**Run 1: placement density heat map**

15 x 15 tiles, from black (low) to pale yellow (high), 0 to 100% covered.
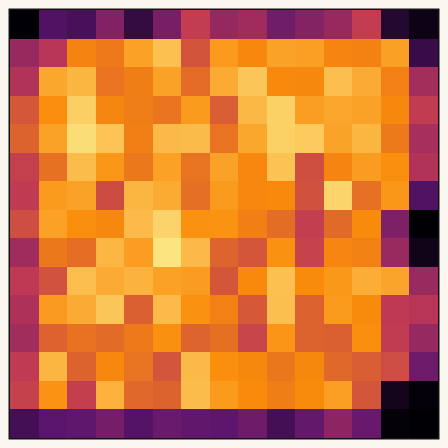
**Run 1: placed standard cells**

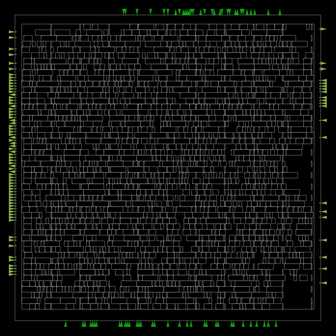
**Run 1: gate-type map**

Scale bar: 50 µm.
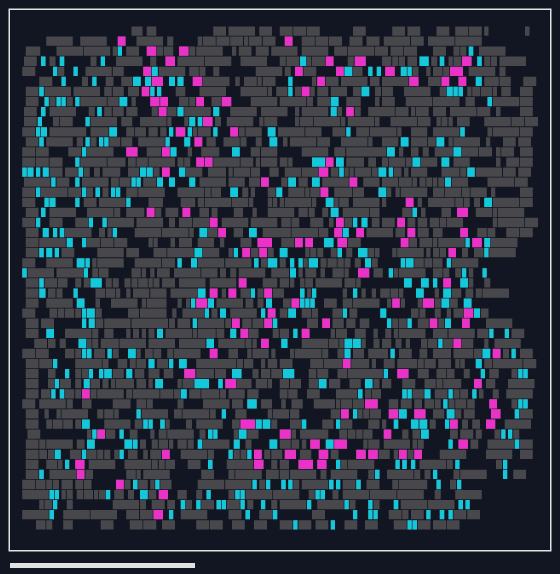
### src/rtl/ro_glitch_sched.sv
// ro_glitch_sched: programmable fault-injection pulse scheduler for the
// ring-oscillator grid. Latches a delay/period/active/count/mask schedule on
// `start`, then produces a registered, cycle-exact grid enable waveform until
// the pulse limit is reached or `stop` aborts it.
// Optional watchdog: define RO_GLITCH_WDT_EN to cap consecutive grid_ena-high
// cycles at WDT_CYCLES (sticky wdt_trip, schedule forced to DONE).
module ro_glitch_sched #(
  parameter int unsigned WDT_CYCLES = 600000
) (
  input  logic        clkin,
  input  logic        rstin,
  input  logic        start,
  input  logic        stop,
  input  logic [31:0] cfg_delay,
  input  logic [31:0] cfg_period,
  input  logic [31:0] cfg_active,
  input  logic [15:0] cfg_npulses,
  input  logic [7:0]  cfg_mask,
  output logic        grid_ena,
  output logic [7:0]  grid_mask,
  output logic        busy,
  output logic        done,
  output logic [15:0] pulse_cnt,
  output logic        wdt_trip
);

  typedef enum logic [1:0] {
    S_IDLE,
    S_DELAY,
    S_RUN,
    S_DONE
  } state_t;

  state_t      state_q, state_n;
  logic [31:0] dly_cnt_q, dly_cnt_n;
  logic [31:0] phase_q, phase_n;
  logic [15:0] per_cnt_q, per_cnt_n;
  logic [31:0] period_q, active_q;
  logic [15:0] npulses_q;

  logic        grid_ena_n, busy_n, done_n, wdt_trip_n;
  logic [7:0]  grid_mask_n;
  logic [15:0] pulse_cnt_n;

  logic        accept;
  logic [31:0] period_m1;
  logic        last_phase;
  logic        n_limit;
  logic [31:0] act_sel;
  logic        wdt_fire;

  function automatic logic [15:0] sat_inc(input logic [15:0] v);
    return (v == 16'hFFFF) ? v : v + 16'd1;
  endfunction

  assign accept     = (state_q == S_IDLE) && start;
  // A period of 0 behaves as a period of 1, so the last phase is still 0.
  assign period_m1  = (period_q == '0) ? '0 : period_q - 32'd1;
  assign last_phase = (phase_q == period_m1);
  // Periods are counted separately from pulses so the limit also works with A==0.
  assign n_limit    = (npulses_q != '0) && last_phase && (per_cnt_q == npulses_q);
  // On the accepting cycle the latched copy is not yet loaded.
  assign act_sel    = accept ? cfg_active : active_q;

`ifdef RO_GLITCH_WDT_EN
  localparam logic [31:0] WDT_LAST = WDT_CYCLES - 32'd1;
  logic [31:0] wdt_cnt_q;

  assign wdt_fire = grid_ena && (wdt_cnt_q == WDT_LAST);

  // Count consecutive cycles with the grid enabled; any low cycle clears it.
  always_ff @(posedge clkin) begin
    if (rstin) begin
      wdt_cnt_q <= '0;
    end else if (grid_ena) begin
      wdt_cnt_q <= wdt_cnt_q + 32'd1;
    end else begin
      wdt_cnt_q <= '0;
    end
  end
`else
  logic unused_wdt_cycles;
  assign unused_wdt_cycles = ^WDT_CYCLES;
  assign wdt_fire          = 1'b0;
`endif

  // State register, schedule counters, latched config and registered outputs.
  always_ff @(posedge clkin) begin
    if (rstin) begin
      state_q   <= S_IDLE;
      dly_cnt_q <= '0;
      phase_q   <= '0;
      per_cnt_q <= '0;
      period_q  <= '0;
      active_q  <= '0;
      npulses_q <= '0;
      grid_ena  <= 1'b0;
      grid_mask <= '1;
      busy      <= 1'b0;
      done      <= 1'b0;
      pulse_cnt <= '0;
      wdt_trip  <= 1'b0;
    end else begin
      state_q   <= state_n;
      dly_cnt_q <= dly_cnt_n;
      phase_q   <= phase_n;
      per_cnt_q <= per_cnt_n;
      if (accept) begin
        period_q  <= cfg_period;
        active_q  <= cfg_active;
        npulses_q <= cfg_npulses;
      end
      grid_ena  <= grid_ena_n;
      grid_mask <= grid_mask_n;
      busy      <= busy_n;
      done      <= done_n;
      pulse_cnt <= pulse_cnt_n;
      wdt_trip  <= wdt_trip_n;
    end
  end

  // Next state plus the delay, phase and period counters.
  always_comb begin
    state_n   = state_q;
    dly_cnt_n = dly_cnt_q;
    phase_n   = phase_q;
    per_cnt_n = per_cnt_q;
    unique case (state_q)
      S_IDLE: begin
        if (start) begin
          per_cnt_n = '0;
          phase_n   = '0;
          if (cfg_delay != '0) begin
            state_n   = S_DELAY;
            dly_cnt_n = cfg_delay;
          end else begin
            state_n = S_RUN;
          end
        end
      end
      S_DELAY: begin
        if (stop) begin
          state_n = S_DONE;
        end else if (dly_cnt_q == 32'd1) begin
          state_n = S_RUN;
          phase_n = '0;
        end else begin
          dly_cnt_n = dly_cnt_q - 32'd1;
        end
      end
      S_RUN: begin
        if (stop || n_limit) begin
          state_n = S_DONE;
        end else if (last_phase) begin
          phase_n = '0;
        end else begin
          phase_n = phase_q + 32'd1;
        end
      end
      S_DONE: begin
        state_n = S_IDLE;
      end
      default: begin
        state_n = S_IDLE;
      end
    endcase
    if (wdt_fire) begin
      state_n = S_DONE;
    end
    if ((state_n == S_RUN) && (phase_n == '0)) begin
      per_cnt_n = sat_inc(per_cnt_n);
    end
  end

  // Output values for the next cycle, derived from the upcoming state and phase.
  always_comb begin
    grid_ena_n  = (state_n == S_RUN) && (phase_n < act_sel);
    busy_n      = (state_n != S_IDLE);
    done_n      = (state_n == S_DONE);
    grid_mask_n = accept ? cfg_mask : grid_mask;
    pulse_cnt_n = accept ? '0 : pulse_cnt;
    if ((state_n == S_RUN) && (phase_n == '0) && (act_sel != '0)) begin
      pulse_cnt_n = sat_inc(pulse_cnt_n);
    end
    wdt_trip_n = accept ? 1'b0 : wdt_trip;
    if (wdt_fire) begin
      wdt_trip_n = 1'b1;
    end
  end

endmodule

### config.mk
export PLATFORM = sky130hd
export DESIGN_NAME = ro_glitch_sched
export DESIGN_NICKNAME = d
export VERILOG_FILES = /design/src/rtl/ro_glitch_sched.sv
export SDC_FILE = /design/constraint.sdc
export NUM_CORES = 1
export LEC_CHECK = 0
export CAP_MARGIN = 20
export CORE_MARGIN = 3
export CORE_UTILIZATION = 60
export CTS_BUF_LIST = sky130_fd_sc_hd__clkbuf_8
export DETAILED_ROUTE_END_ITERATION = 8
export GPL_TIMING_DRIVEN = 0
export PLACE_DENSITY_LB_ADDON = 0.15
export REMOVE_ABC_BUFFERS = 1
export SLEW_MARGIN = 20
export SYNTH_ARGS = -nofsm -noshare
export SYNTH_HDL_FRONTEND = slang
export SYNTH_SLANG_ARGS = --single-unit
### constraint.sdc
create_clock -name clkin -period 10.3 [get_ports clkin]
set_input_delay 2.06 -clock clkin [delete_from_list [all_inputs] [get_ports clkin]]
set_output_delay 2.06 -clock clkin [all_outputs]
set_load 0.05 [all_outputs]
==> notes.md, run 1 <==
Implementation progress

The initial antenna violation count stands at 0. Once detailed placement completed, the half-perimeter wirelength came to 23,630 µm. The flow reports power dissipated in sequential cells as 0.000842 W. Sorting the synthesis cell report by count puts at the top sky130_fd_sc_hd__nand2_1.

The internal power contribution stands at 0.001279 W. For reference, the top cells by count after synthesis are sky130_fd_sc_hd__nand2_1 (223), sky130_fd_sc_hd__dfxtp_1 (189), sky130_fd_sc_hd__a21oi_1 (128), sky130_fd_sc_hd__nor2_1 (121), sky130_fd_sc_hd__clkbuf_1 (84). The width of the die stands at 145.8 µm. The total net switching power stands at 0.0007336 W.

The final antenna-violating net count stands at 0. In this run, synthesis inferred 0 flip-flops with an integrated enable. The netlist area before placement stands at 11,720 µm². The overall die size recorded for this design is 21,240 µm². The distinct cell type count after synthesis stands at 78. The DRC violations left stands at 0. The worst clock skew on the final layout stands at 0.01854 ns.

Between the synthesized netlist and the finished layout, the area growth was recorded as 17.10%. Summing internal, switching and leakage power gives 0.002012 W. The setup path with the least slack is of type reg -> reg. The tool warning count for the run is 26.

The clock buffer count from CTS stands at 17. Per the synth stats, the flop cell with the highest instance count is sky130_fd_sc_hd__dfxtp_1. In this run, post-CTS repair resized a total of 0 instances.

The cell type that accounts for the most area after synthesis is sky130_fd_sc_hd__dfxtp_1. The final timing summary puts the cycle share of the worst path at 0.7391. The final layout reports a setup TNS of 0 ns. The number of vias in the routed layout stands at 11,838. Synthesis inferred 189 register bits. Entering global routing, the biggest net connects 92 pins. The worst setup path is launched from a flop. The fraction of layout instances using a drive strength above 1 stands at 0.05296. The achievable frequency stands at 131.4 MHz. VDD sags by at most 0.09618 mV. The synthesized netlist has a Yosys-reported chip area of 11,720 µm². Setup repair after global routing left no endpoint under its margin. The script computed a power per unit cell area of 146.6 nW/µm².

In the final report, the number of hold violations comes to 0. The report puts the hold buffer count at CTS at 0. The report counts max-capacitance violations totalling 0.

Per the log, the first TritonRoute iteration ended with a DRC count of 1,015. The portion of total power attributed to sequential cells stands at 0.419. The floorplan has 50 rows. The arrival time at the worst endpoint stands at 8.00 ns. Per the repair_timing log after CTS, setup buffers inserted total 0. Per the cell usage report, the commonest logic cells after layout are sky130_fd_sc_hd__nand2_1 (222), sky130_fd_sc_hd__dfxtp_1 (189), sky130_fd_sc_hd__clkdlybuf4s50_1 (149), sky130_fd_sc_hd__a21oi_1 (127), sky130_fd_sc_hd__nor2_1 (121). After routing the design area is 13,720 µm². The synthesized netlist handed to floorplanning was reported with a cell count of 1,537. The number of port buffers stands at 150.

The post-synthesis cell count from yosys stands at 1,537. The static leakage stands at 5.199 nW. The portion of the post-synthesis area used by sequential elements stands at 0.3229.

The final wirelength stands at 32,540 µm. The area fraction of the largest cell type after synthesis is 0.3229. The combinational power share stands at 0.315. Across every metal layer, demand over resource in global routing totals 0.2984.

152 I/O pins were placed. The maximum buffer depth of the clock tree stands at 2. The number of warnings printed during yosys synthesis stands at 0.

The global-route wire length before repair stands at 53,620 µm. Per the final report, max-transition violations number 0. The fraction of power spent switching nets stands at 0.3646.

The clock-net power stands at 0.000537 W. CTS built an H-tree with a depth of 4. The final timing report counts setup violations totalling 0. The iteration count recorded for the first detailed-route pass is 7.

The critical path endpoint has a required time of 10.68 ns. In the final design database the tool counted 1,772 nets. Per the detail_route report, routed wire per instance is 17.27 µm. The post-synthesis async set-or-reset flop share stands at 0. Per the detail_route report, vias per standard cell equal 6.283. The run finished with clean final reports. The worst path in the final design needs a cycle of 7.613 ns, including I/O delays and setup. The clock-pin slew of the registers on the worst-case setup and hold paths stands at 0.10 ns. The worst-case headroom to the max-slew limit stands at 0.2724.

After synthesis, the mean cell area works out to 7.624 µm². CTS placed an instance of sky130_fd_sc_hd__clkbuf_8 at the clock tree root. TritonCTS built the clock tree.

The via count of the first global-routing pass is 11,066. The clock sink count stands at 189. The skew report gives the latency at the later pin of the worst-skew pair as 0.49 ns. STA classifies the critical path endpoint as a flop. The main area contributors are sky130_fd_sc_hd__dfxtp_1 (32%), sky130_fd_sc_hd__nand2_1 (7.1%), sky130_fd_sc_hd__a21oi_1 (5.5%).

The die is 145.8 µm tall. The combinational group power stands at 0.000633 W. In this run the cell area measured after placement is 13,300 µm². 0 antenna diodes ended up in the layout.

The largest part of the power goes to sequential cells. The last weighted congestion value of the routability-driven placer stands at 0.9540. Note that the worst hold path type here is reg -> reg. The share of total power in the clock network stands at 0.267.

The overflow left after global routing stands at 0. Looking at the critical path, the highest net fanout was 22. The transition time of the tightest slew-check pin stands at 1.091 ns.
-- 'placement density heat map' (at the start) --
The mean over all tiles is 63%. 2.2% of the tiles are nearly empty. The emptiest ninth of the die: south-east. The fullest tile reaches 94%. 37% of the tiles are over 75% full.
Core Region: 18,960 µm²
initial core utilization: 0.6182
final core utilization: 0.7240

-- 'placed standard cells' (at the start) --
fill cell total of the finished layout: 1,552
sequential fraction of total cell area: 0.2757
number of tap cells added at floorplan: 260

-- 'gate-type map' (at the start) --
nand cells: drawn in cyan, cells 356, most used nand2_1, where all over the die. and/or cells: drawn in magenta, cells 122, most used or4_1.
multi-input gate share of total cell area: 0.5390
Post-Layout Cell Count: 1,884
most numerous logic cell after layout: sky130_fd_sc_hd__nand2_1

-- run 1: stage by stage --
| step | hold slack (ns) | utilization | std cells | setup WS (ns) |
|---|---|---|---|---|
| after CTS | 0.4760 | 0.7240 | 1884 | 2.931 |
| final | 0.4726 | 0.7240 | 1884 | 2.687 |
| after floorplan | 0.4461 | - | 1435 | 2.888 |
| after global routing | 0.4933 | 0.7240 | 1884 | 2.176 |
| after global placement | 0.4478 | 0.6923 | 1845 | 0.1852 |
| after detailed placement | 0.4585 | 0.7015 | 1852 | 2.966 |
-- run 1: cell type report --
class / instances / area (µm²) / area share
clock buffer: 20 / 275.3 / 0.02006
clock inverter: 12 / 151.4 / 0.01103
inverter: 40 / 150.1 / 0.01094
multi-input combinational: 1206 / 7397 / 0.5390
sequential: 189 / 3784 / 0.2757
tap: 260 / 325.3 / 0.02371
timing repair buffer: 157 / 1640 / 0.1195
-- run 1: flip-flops by register name, summed over array words and instances (netlist names), 8 cells and up --
name / cells
period_q: 32
grid_mask: 8
pulse_cnt: 16
active_q: 32
per_cnt_q: 16
dly_cnt_q: 32
npulses_q: 16
phase_q: 32
-- run 1: final timing paths --
check	slack [ns]	end	startpoint	cells past startpoint
setup reg to reg	2.69	pulse_cnt[11]	period_q[0]	17
hold reg to reg	0.47	grid_mask[5]	grid_mask[5]	2
setup / recovery	2.69	pulse_cnt[11]	period_q[0]	17
hold / removal	0.47	grid_mask[5]	grid_mask[5]	2
-- run 1: kinds of logic (layout without fill, tap and decap cells) --
group	after synthesis	in the layout	share of synthesized area
xor gates and xnor gates	48	48	0.03705
AOI/OAI and AO/OA	376	376	0.2052
muxes	46	46	0.04004
and+or+nand+nor	698	698	0.3062
buffers and inverters	142	229	0.04879
adders and majority gates	37	37	0.03950
other	1	1	0.0003200
DFF	189	189	0.3229
-- run 1: metal layers --
| layer | track usage | up-vias | share of wire | routed length [µm] |
|---|---|---|---|---|
| met4 | 0.09924 | 0 | 0.025 | 813 |
| met5 | 0 | - | 0 | 0 |
| met3 | 0.07225 | 77 | 0.090 | 2916 |
| li1 | - | 5753 | - | - |
| met1 | 0.3825 | 5540 | 0.42 | 13580 |
| met2 | 0.4948 | 468 | 0.47 | 15230 |
-- run 1: worst max-delay path: stages (launching register included) --
cell and delay (ns):
sky130_fd_sc_hd__dfxtp_1 0.41, sky130_fd_sc_hd__inv_1 0.11, sky130_fd_sc_hd__ha_1 0.33, sky130_fd_sc_hd__nand2b_1 0.17, sky130_fd_sc_hd__or4_1 0.73, sky130_fd_sc_hd__nor3_4 0.47
sky130_fd_sc_hd__a31oi_1 0.09, sky130_fd_sc_hd__o31a_1 0.27, sky130_fd_sc_hd__a221oi_2 0.38, sky130_fd_sc_hd__o2111ai_4 0.38, sky130_fd_sc_hd__o21ai_2 0.91, sky130_fd_sc_hd__or4_1 0.23
sky130_fd_sc_hd__mux2i_1 0.17, sky130_fd_sc_hd__nor4b_1 0.82, sky130_fd_sc_hd__nor4b_1 0.53, sky130_fd_sc_hd__nand3_1 0.62, sky130_fd_sc_hd__nor4_1 0.52, sky130_fd_sc_hd__mux2_1 0.36
==> run 2: changes to the inputs <==
Settings changed: CORE_UTILIZATION 60 to 52.
Clock period 10.3 ns to 6.4 ns, I/O delays scaled along.
**Run 2: gate-type map**

Scale bar: 50 µm.
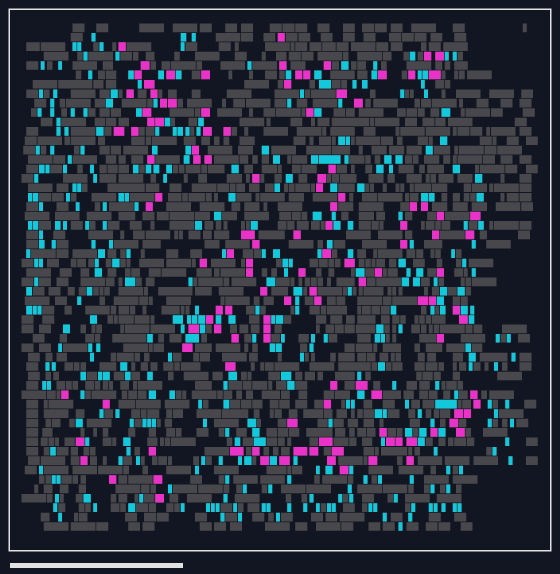
and/or cells: drawn in magenta, cells 122, most used or4_1. nand cells: drawn in cyan, cells 357, most used nand2_1, where all over the die.

**Run 2: met3 routing**

Scale bar: 50 µm.
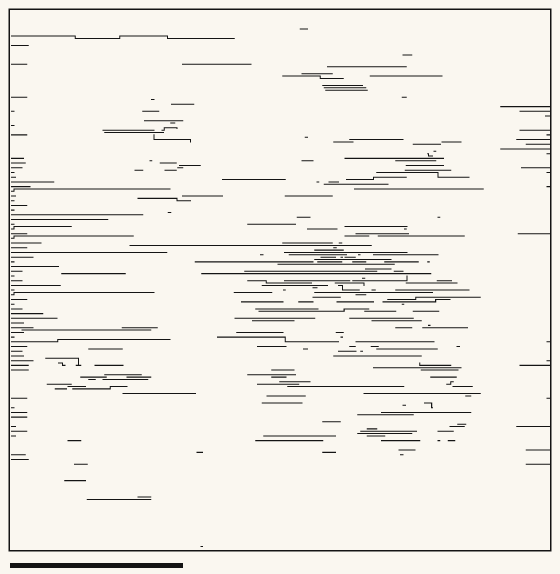
The layer carries 2,820 µm of wire. The wires run mostly horizontal.

==> run 2 against run 1 <==
Sequential power increased by 62%. Die size increased by 15%. Largest cell class unchanged. Final cell count increased by 2.0%. Clock power increased by about 60%. Highest routed layer unchanged. Critical endpoint is now per_cnt_q[7]. Via count about the same. Register-to-register slack got worse by 2.4 ns. Wire length increased by 3.7%. Count of clock-buffer cells in the layout decreased by 1. Sequential share of layout area decreased by 0.57 points.
==> notes.md, run 2 <==
Implementation progress

The number of fill cells in the layout came to 1,944 (+25%). TritonCTS built the clock tree. The biggest area contributor in the post-synthesis netlist is sky130_fd_sc_hd__dfxtp_1.

The clock-pin slew of the registers on the worst-case setup and hold paths is 0.11 ns (about the same). The instance tally after logic synthesis came to 1,537 (unchanged). The library cells used most frequently in the layout, excluding fill and tap cells, are sky130_fd_sc_hd__nand2_1 (222), sky130_fd_sc_hd__dfxtp_1 (189), sky130_fd_sc_hd__clkdlybuf4s50_1 (149), sky130_fd_sc_hd__a21oi_1 (127), sky130_fd_sc_hd__nor2_1 (121). The area of the core came to 21,960 µm² (+16%). The level count of the clock H-tree is 4 (unchanged). The floorplan die height stands at 156.1 µm (+7.1%). The transition time of the tightest slew-check pin is 1.025 ns (-0.06665 ns). The netlist area before placement was 11,720 µm² (unchanged). The number of placement rows came to 54 (+8.0%). In this run the clock root is driven by a sky130_fd_sc_hd__clkbuf_8. The biggest cell delay along the critical path came to 0.64 ns (-0.27 ns). The last weighted congestion value of the routability-driven placer was 0.9650 (+1.2%). The distinct cell type count after synthesis stands at 78 (unchanged). The post-route cell area stands at 14,010 µm² (+2.1%). The static leakage is 5.306 nW (+2.1%). The wire length per cell after detailed routing came to 17.56 µm (+1.7%).

The global-route wire length before repair stands at 54,570 µm (+1.8%). The share of the core filled by cells before placement stands at 0.5337 (-0.08454). The DRC violations left stands at 0 (unchanged). The number of hold violations in the final report is 0 (unchanged).

The fraction of layout instances using a drive strength above 1 stands at 0.07130 (+0.01834). The total negative setup slack is 0 ns (unchanged). The worst-path maximum fanout stands at 23 (+4.5%). STA classifies the critical path endpoint as a flop. The worst-case headroom to the max-slew limit was 0.3149 (+0.04252). The number of placed instances, taps included came to 1,872 (+1.1%).

The critical path in this run is classified as reg -> reg. The average size of a mapped cell came to 7.624 µm² (unchanged). The violation count after the first detailed-routing iteration was 950 (-6.4%). Broken down by cell family, the worst path's largest delay share belongs to simple AND/OR/NAND/NOR gates. The number of antenna repair diodes stands at 0 (unchanged). The critical path buffer and inverter count was 2 (+1).

The final wirelength came to 33,730 µm (+3.7%). The main area contributors are sky130_fd_sc_hd__dfxtp_1 (32%), sky130_fd_sc_hd__nand2_1 (7.1%), sky130_fd_sc_hd__a21oi_1 (5.5%). The number of warnings printed during yosys synthesis is 0 (unchanged). The arrival time at the worst endpoint came to 6.48 ns (-1.52 ns). The synthesized chip area reported by yosys stands at 11,720 µm² (unchanged). According to the hold report, the worst path is of the reg -> reg type. The number of detailed-routing iterations run before antenna repair stands at 7 (unchanged). The placed standard-cell area stands at 13,330 µm² (+0.24%). The tally of OpenROAD warnings was 26 (unchanged).

The synthesis-stage register bit count was 189 (unchanged). The overflow left after global routing stands at 0 (unchanged). Among the stages of the critical path, the cell type that occurs most often is sky130_fd_sc_hd__or4_1. The maximum resistive drop on vdd was 0.1533 mV (+59%). The count of hold-fix buffers inserted at cts stands at 0 (unchanged). The power density over cell area stands at 232.9 nW/µm² (+59%). The HPWL after detailed placement stands at 23,910 µm (+1.1%).

The final critical delay including setup and external delays stands at 6.080 ns (-1.533 ns). The number of pins with negative max-slew slack in the final report stands at 0 (unchanged). The period utilization stands at 0.9500 (+0.2108). The clock sink count was 189 (unchanged). The achievable frequency stands at 164.5 MHz (+25%).

The run finished with clean final reports. In the post-synthesis netlist, the cell with the most instances is sky130_fd_sc_hd__nand2_1. The reported max-cap violation count was 0 (unchanged).

The maximum buffer depth of the clock tree was 2 (unchanged). The width of the die came to 156.1 µm (+7.1%). The number of ports placed on the die boundary is 152 (unchanged).
run 2: cell families (layout without fill, tap and decap cells):
group	after synthesis	after routing	synth area share
fa+ha+maj	37	37	0.03950
xor+xnor	48	48	0.03705
simple gates	698	699	0.3062
compound gates	376	377	0.2052
mux	46	46	0.04004
flops	189	189	0.3229
buf+inv	142	244	0.04879
other cells	1	1	0.0003200
run 2: area by class of cell:
type,count,area (µm²),share of cell area
Multi-Input combinational cell,1208,7538,0.5379
Sequential cell,189,3784,0.2700
Timing Repair Buffer,173,1775,0.1267
Tap cell,280,350.3,0.02500
Clock buffer,19,261.5,0.01866
Clock inverter,12,155.1,0.01107
Inverter,40,150.1,0.01071
run 2: final timing paths:
check                     from           end  slack [ns]  cells after the start
hold reg to reg   grid_mask[4]  grid_mask[4]        0.47                      2
hold / removal    grid_mask[4]  grid_mask[4]        0.47                      2
setup / recovery   period_q[8]  per_cnt_q[7]        0.32                     17
setup reg to reg   period_q[8]  per_cnt_q[7]        0.32                     17
run 2: per-stage QoR:
step,hold slack (ns),worst slack [ns],util
after floorplan,0.4461,-0.2324,-
after global placement,0.4489,-3.068,0.5988
after detailed placement,0.4580,-0.9501,0.6070
after CTS,0.4775,0.02873,0.6324
after global routing,0.4954,-0.004922,0.6382
final,0.4721,0.3202,0.6382
run 2: repair_timing:
item                                    4_1_cts  5_1_grt
setup buffers                                12        3
pin swaps                                     5        3
gates cloned                                  1        1
resized                                       9       15
endpoints found under the setup margin       33       31
run 2: per-layer routing:
layer	wire (µm)	global-route usage
met1	14620	0.3551
met3	2815	0.06768
met5	0	0
met2	15660	0.4400
met4	643	0.06461
run 2: power breakdown:
group	internal (W)	switching (W)
clock	0.000379	0.000477
sequential	0.00127	0.0000915
combinational	0.000421	0.000629
total	0.00207	0.00120
run 2: tightest hold or removal path, cell delays in order (launching register included):
cell	delay, ns
sky130_fd_sc_hd__dfxtp_1	0.32
sky130_fd_sc_hd__nand2_1	0.05
sky130_fd_sc_hd__nand3_1	0.06
==> run 3: changes to the inputs <==
Clock period 6.4 ns to 5.1 ns, I/O delays scaled along.
**Run 3: met3 routing**

Scale bar: 50 µm.
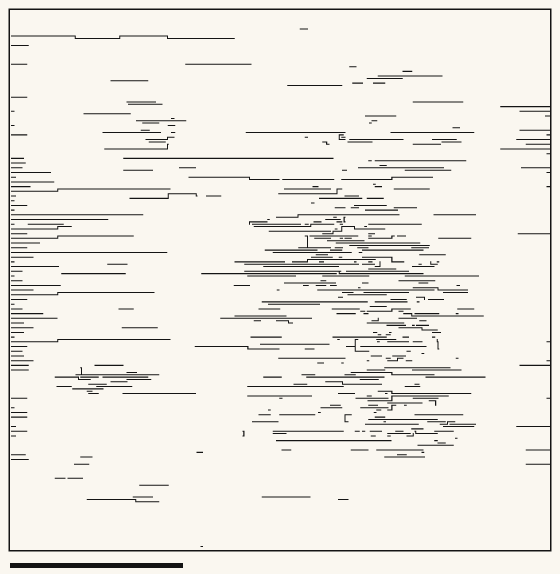
The layer holds 8.9% of the routed length. The layer carries 3,330 µm of wire. The wires run mostly horizontal. The longest straight run is 60.5 µm.

**Run 3: gate-type map**

Scale bar: 50 µm.
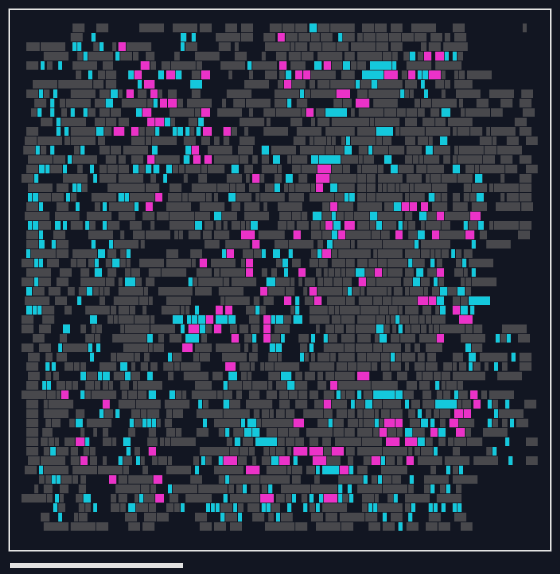
Post-Layout Cell Count: 2,003
multi-input gate share of total cell area: 0.5266

==> run 3 against run 2 <==
The run now ends with setup timing left. Non-clock buffer count grew 80. Critical path depth is 3 higher. Via count up 7.0%. Core utilization up 5.3 points. Critical path type unchanged. Largest power group unchanged.
==> notes.md, run 3 <==
Implementation progress

The area taken by multi-input logic gates stands at 7998 µm² (+6.1%). The global-route wire length before repair is 58,510 µm (+7.2%). For the worst setup path, the data required time is 5.47 ns.

The clock-pin slew of the registers on the worst-case setup and hold paths stands at 0.11 ns (about the same). Endpoints with negative setup slack in the final report add up to 33. CTS placed an instance of sky130_fd_sc_hd__clkbuf_8 at the clock tree root. Leaving out fill and tap cells, the most frequent cells in the layout are sky130_fd_sc_hd__nand2_1 (222), sky130_fd_sc_hd__dfxtp_1 (177), sky130_fd_sc_hd__clkdlybuf4s50_1 (149), sky130_fd_sc_hd__a21oi_1 (119), sky130_fd_sc_hd__nor2_1 (117). The width of the die is 156.1 µm (unchanged). The setup slack at placement came to -2.250 ns (-1.300 ns). The arrival time at the worst endpoint stands at 5.87 ns (-0.61 ns). The count of flip-flops with a built-in enable after synthesis stands at 0. The adder-cell share of the synthesized area stands at 0.03950 (unchanged). The final critical delay including setup and external delays stands at 5.495 ns (-0.5845 ns).

For reference, the top cells by area after synthesis are sky130_fd_sc_hd__dfxtp_1 (32%), sky130_fd_sc_hd__nand2_1 (7.1%), sky130_fd_sc_hd__a21oi_1 (5.5%). The number of placed instances, taps included is 1,872 (unchanged). By startpoint and endpoint, the worst setup path is classified as reg -> reg. The overflow left after global routing stands at 0 (unchanged). The source-to-sink clock delay at the later pin of the worst-skew pair stands at 0.48 ns. The maximum resistive drop on vdd is 0.1916 mV (+25%). The maximum buffer depth of the clock tree stands at 2 (unchanged). The achievable frequency was 182.0 MHz (+11%). In the final design database the tool counted 1,872 nets. The number of warnings printed during yosys synthesis stands at 0 (unchanged). The number of ports placed on the die boundary stands at 152 (unchanged). The total negative setup slack stands at -9.213 ns (-9.213 ns).

The last weighted congestion value of the routability-driven placer stands at 0.9650 (unchanged). The reported max-cap violation count is 0 (unchanged). The most common cell in the synthesized netlist is sky130_fd_sc_hd__nand2_1. The final wirelength stands at 37,600 µm (+11%). The flop-to-flop setup slack was -0.40 ns (-0.72 ns). The distinct cell type count after synthesis is 78 (unchanged).

The period utilization stands at 1.078 (+0.1275). The slowest stage of the critical path is the sky130_fd_sc_hd__or4_1 cell. The number of hold violations in the final report is 0 (unchanged). The area of the core stands at 21,960 µm² (unchanged). The share of the Yosys chip area taken by registers is 0.3229. The clock sink count stands at 189 (unchanged).

The fraction of layout instances using a drive strength above 1 was 0.1555 (+0.08424). The number of antenna repair diodes stands at 0 (unchanged). The worst setup margin is -0.3953 ns (-0.7155 ns). The post-synthesis cell count from yosys stands at 1,537. The wire length per cell after detailed routing stands at 18.77 µm (+6.9%). The static leakage was 5.838 nW (+10%). The number of placement rows was 54 (unchanged). The HPWL after detailed placement stands at 23,910 µm (unchanged). The netlist area before placement stands at 11,720 µm² (unchanged).

The number of detailed-routing iterations run before antenna repair was 6 (-1). The floorplan die height was 156.1 µm (unchanged). TritonCTS built the clock tree.

The instance tally after logic synthesis came to 1,537 (unchanged). The violation count after the first detailed-routing iteration was 1,123 (+18%). STA classifies the critical path endpoint as a flop. The type recorded for the worst min-delay path is reg -> reg.

Yosys reports that the most numerous cell types are sky130_fd_sc_hd__nand2_1 (223), sky130_fd_sc_hd__dfxtp_1 (189), sky130_fd_sc_hd__a21oi_1 (128), sky130_fd_sc_hd__nor2_1 (121), sky130_fd_sc_hd__clkbuf_1 (84). The post-synthesis share of cell area spent on and-or and or-and gates stands at 0.2052 (unchanged). The number of fill cells in the layout stands at 1,735 (-11%). In this design, the critical path's most frequently occurring cell is sky130_fd_sc_hd__buf_4. The DRC violations left stands at 0 (unchanged). The sequential cell area in the final layout was 3819 µm² (+0.93%). The power density over cell area stands at 286.6 nW/µm² (+23%). The level count of the clock H-tree stands at 4 (unchanged).

The detailed router placed 12,673 vias in this run. The share of the core filled by cells before placement came to 0.5337 (unchanged). The overall global routing resource usage stands at 0.2886. The tally of OpenROAD warnings was 28 (+7.7%). The worst-case headroom to the max-slew limit was 0.2620 (-0.05296).

The most used flip-flop cell after synthesis is sky130_fd_sc_hd__dfxtp_1. The average size of a mapped cell stands at 7.624 µm² (unchanged). The synthesized-area fraction occupied by xor and xnor cells came to 0.03705 (unchanged). The share of synthesized cell area in and, or, nand and nor gates stands at 0.3062 (unchanged). The multiplexer fraction of the synthesized cell area came to 0.04004 (unchanged). The synthesis-stage register bit count stands at 189 (unchanged). The worst-path maximum fanout came to 7 (-70%). The count of hold-fix buffers inserted at cts stands at 0 (unchanged). STA classifies the critical path startpoint as a flop. The number of pins with negative max-slew slack in the final report is 0 (unchanged).

The transition time of the tightest slew-check pin stands at 1.106 ns (+0.08109 ns). The synthesized chip area reported by yosys came to 11,720 µm² (unchanged). Looking at area per cell type in the netlist, the leader is sky130_fd_sc_hd__dfxtp_1. The flow ran to the end, but the final reports show violations.

The checks that failed: setup timing. Among the non-sequential cells, simple AND/OR/NAND/NOR gates take the most area. The biggest cell delay along the critical path stands at 0.49 ns (-0.15 ns).
==> run 3: cell counts after synthesis <==
Identical to the previous run, type by type.
==> run 3: worst paths after layout <==
kind | startpoint | to | cells past startpoint
min reg2reg | grid_mask[4] | grid_mask[4] | 2
max reg2reg | period_q[6] | pulse_cnt[14] | 20
max | period_q[6] | pulse_cnt[14] | 20
min | grid_mask[4] | grid_mask[4] | 2
==> run 3: where the power goes <==
| part | internal [W] | switching (W) | total [W] |
|---|---|---|---|
| sequential | 0.00159 | 0.000114 | 0.00170 |
| combinational | 0.000669 | 0.000892 | 0.00156 |
| clock | 0.000476 | 0.000613 | 0.00109 |
==> run 3: logic make-up after synthesis <==
group | after synthesis
AND/OR/NAND/NOR | 698
AND-OR/OR-AND | 376
flip-flops | 189
buffers and inverters | 142
XOR/XNOR | 48
multiplexers | 46
adder cells (fa/ha/maj) | 37
other | 1
==> run 3: timing repair <==
item	in CTS	in global routing
setup endpoints to repair	37	33
pin swaps	41	39
setup buffers	68	29
resized	114	33
gates cloned	3	2
==> run 3: area by class of cell <==
type,instances,share of cell area
multi-input combinational,1210,0.5266
sequential,189,0.2514
timing repair buffer,253,0.1616
tap,280,0.02307
clock buffer,19,0.01722
clock inverter,12,0.01022
inverter,40,0.009886
==> run 3: critical path: cells and delay by family (launching register included) <==
family | cells | cell delay, ns
compound gates | 5 | 1.28
buf+inv | 6 | 1.02
flops | 1 | 0.37
simple gates | 9 | 2.72
==> run 3: metrics by stage <==
stage	cell area, µm²	util	hold WS [ns]
2_1_floorplan	11300	-	0.4461
3_3_place_gp	13150	0.5988	0.4489
3_5_place_dp	13330	0.6070	0.4580
4_1_cts	14810	0.6744	0.4775
5_1_grt	15190	0.6917	0.4954
6_report	15190	0.6917	0.4722
==> run 3: routing by layer <==
layer / global-route usage / routed length [µm] / vias to the layer above
met1: 0.3819 / 15430 / 5931
li1: - / - / 5971
met4: 0.08170 / 1287 / 0
met3: 0.06852 / 3326 / 133
met2: 0.4724 / 17560 / 638
met5: 0 / 0 / -
Power and IR drop assume default switching activity.
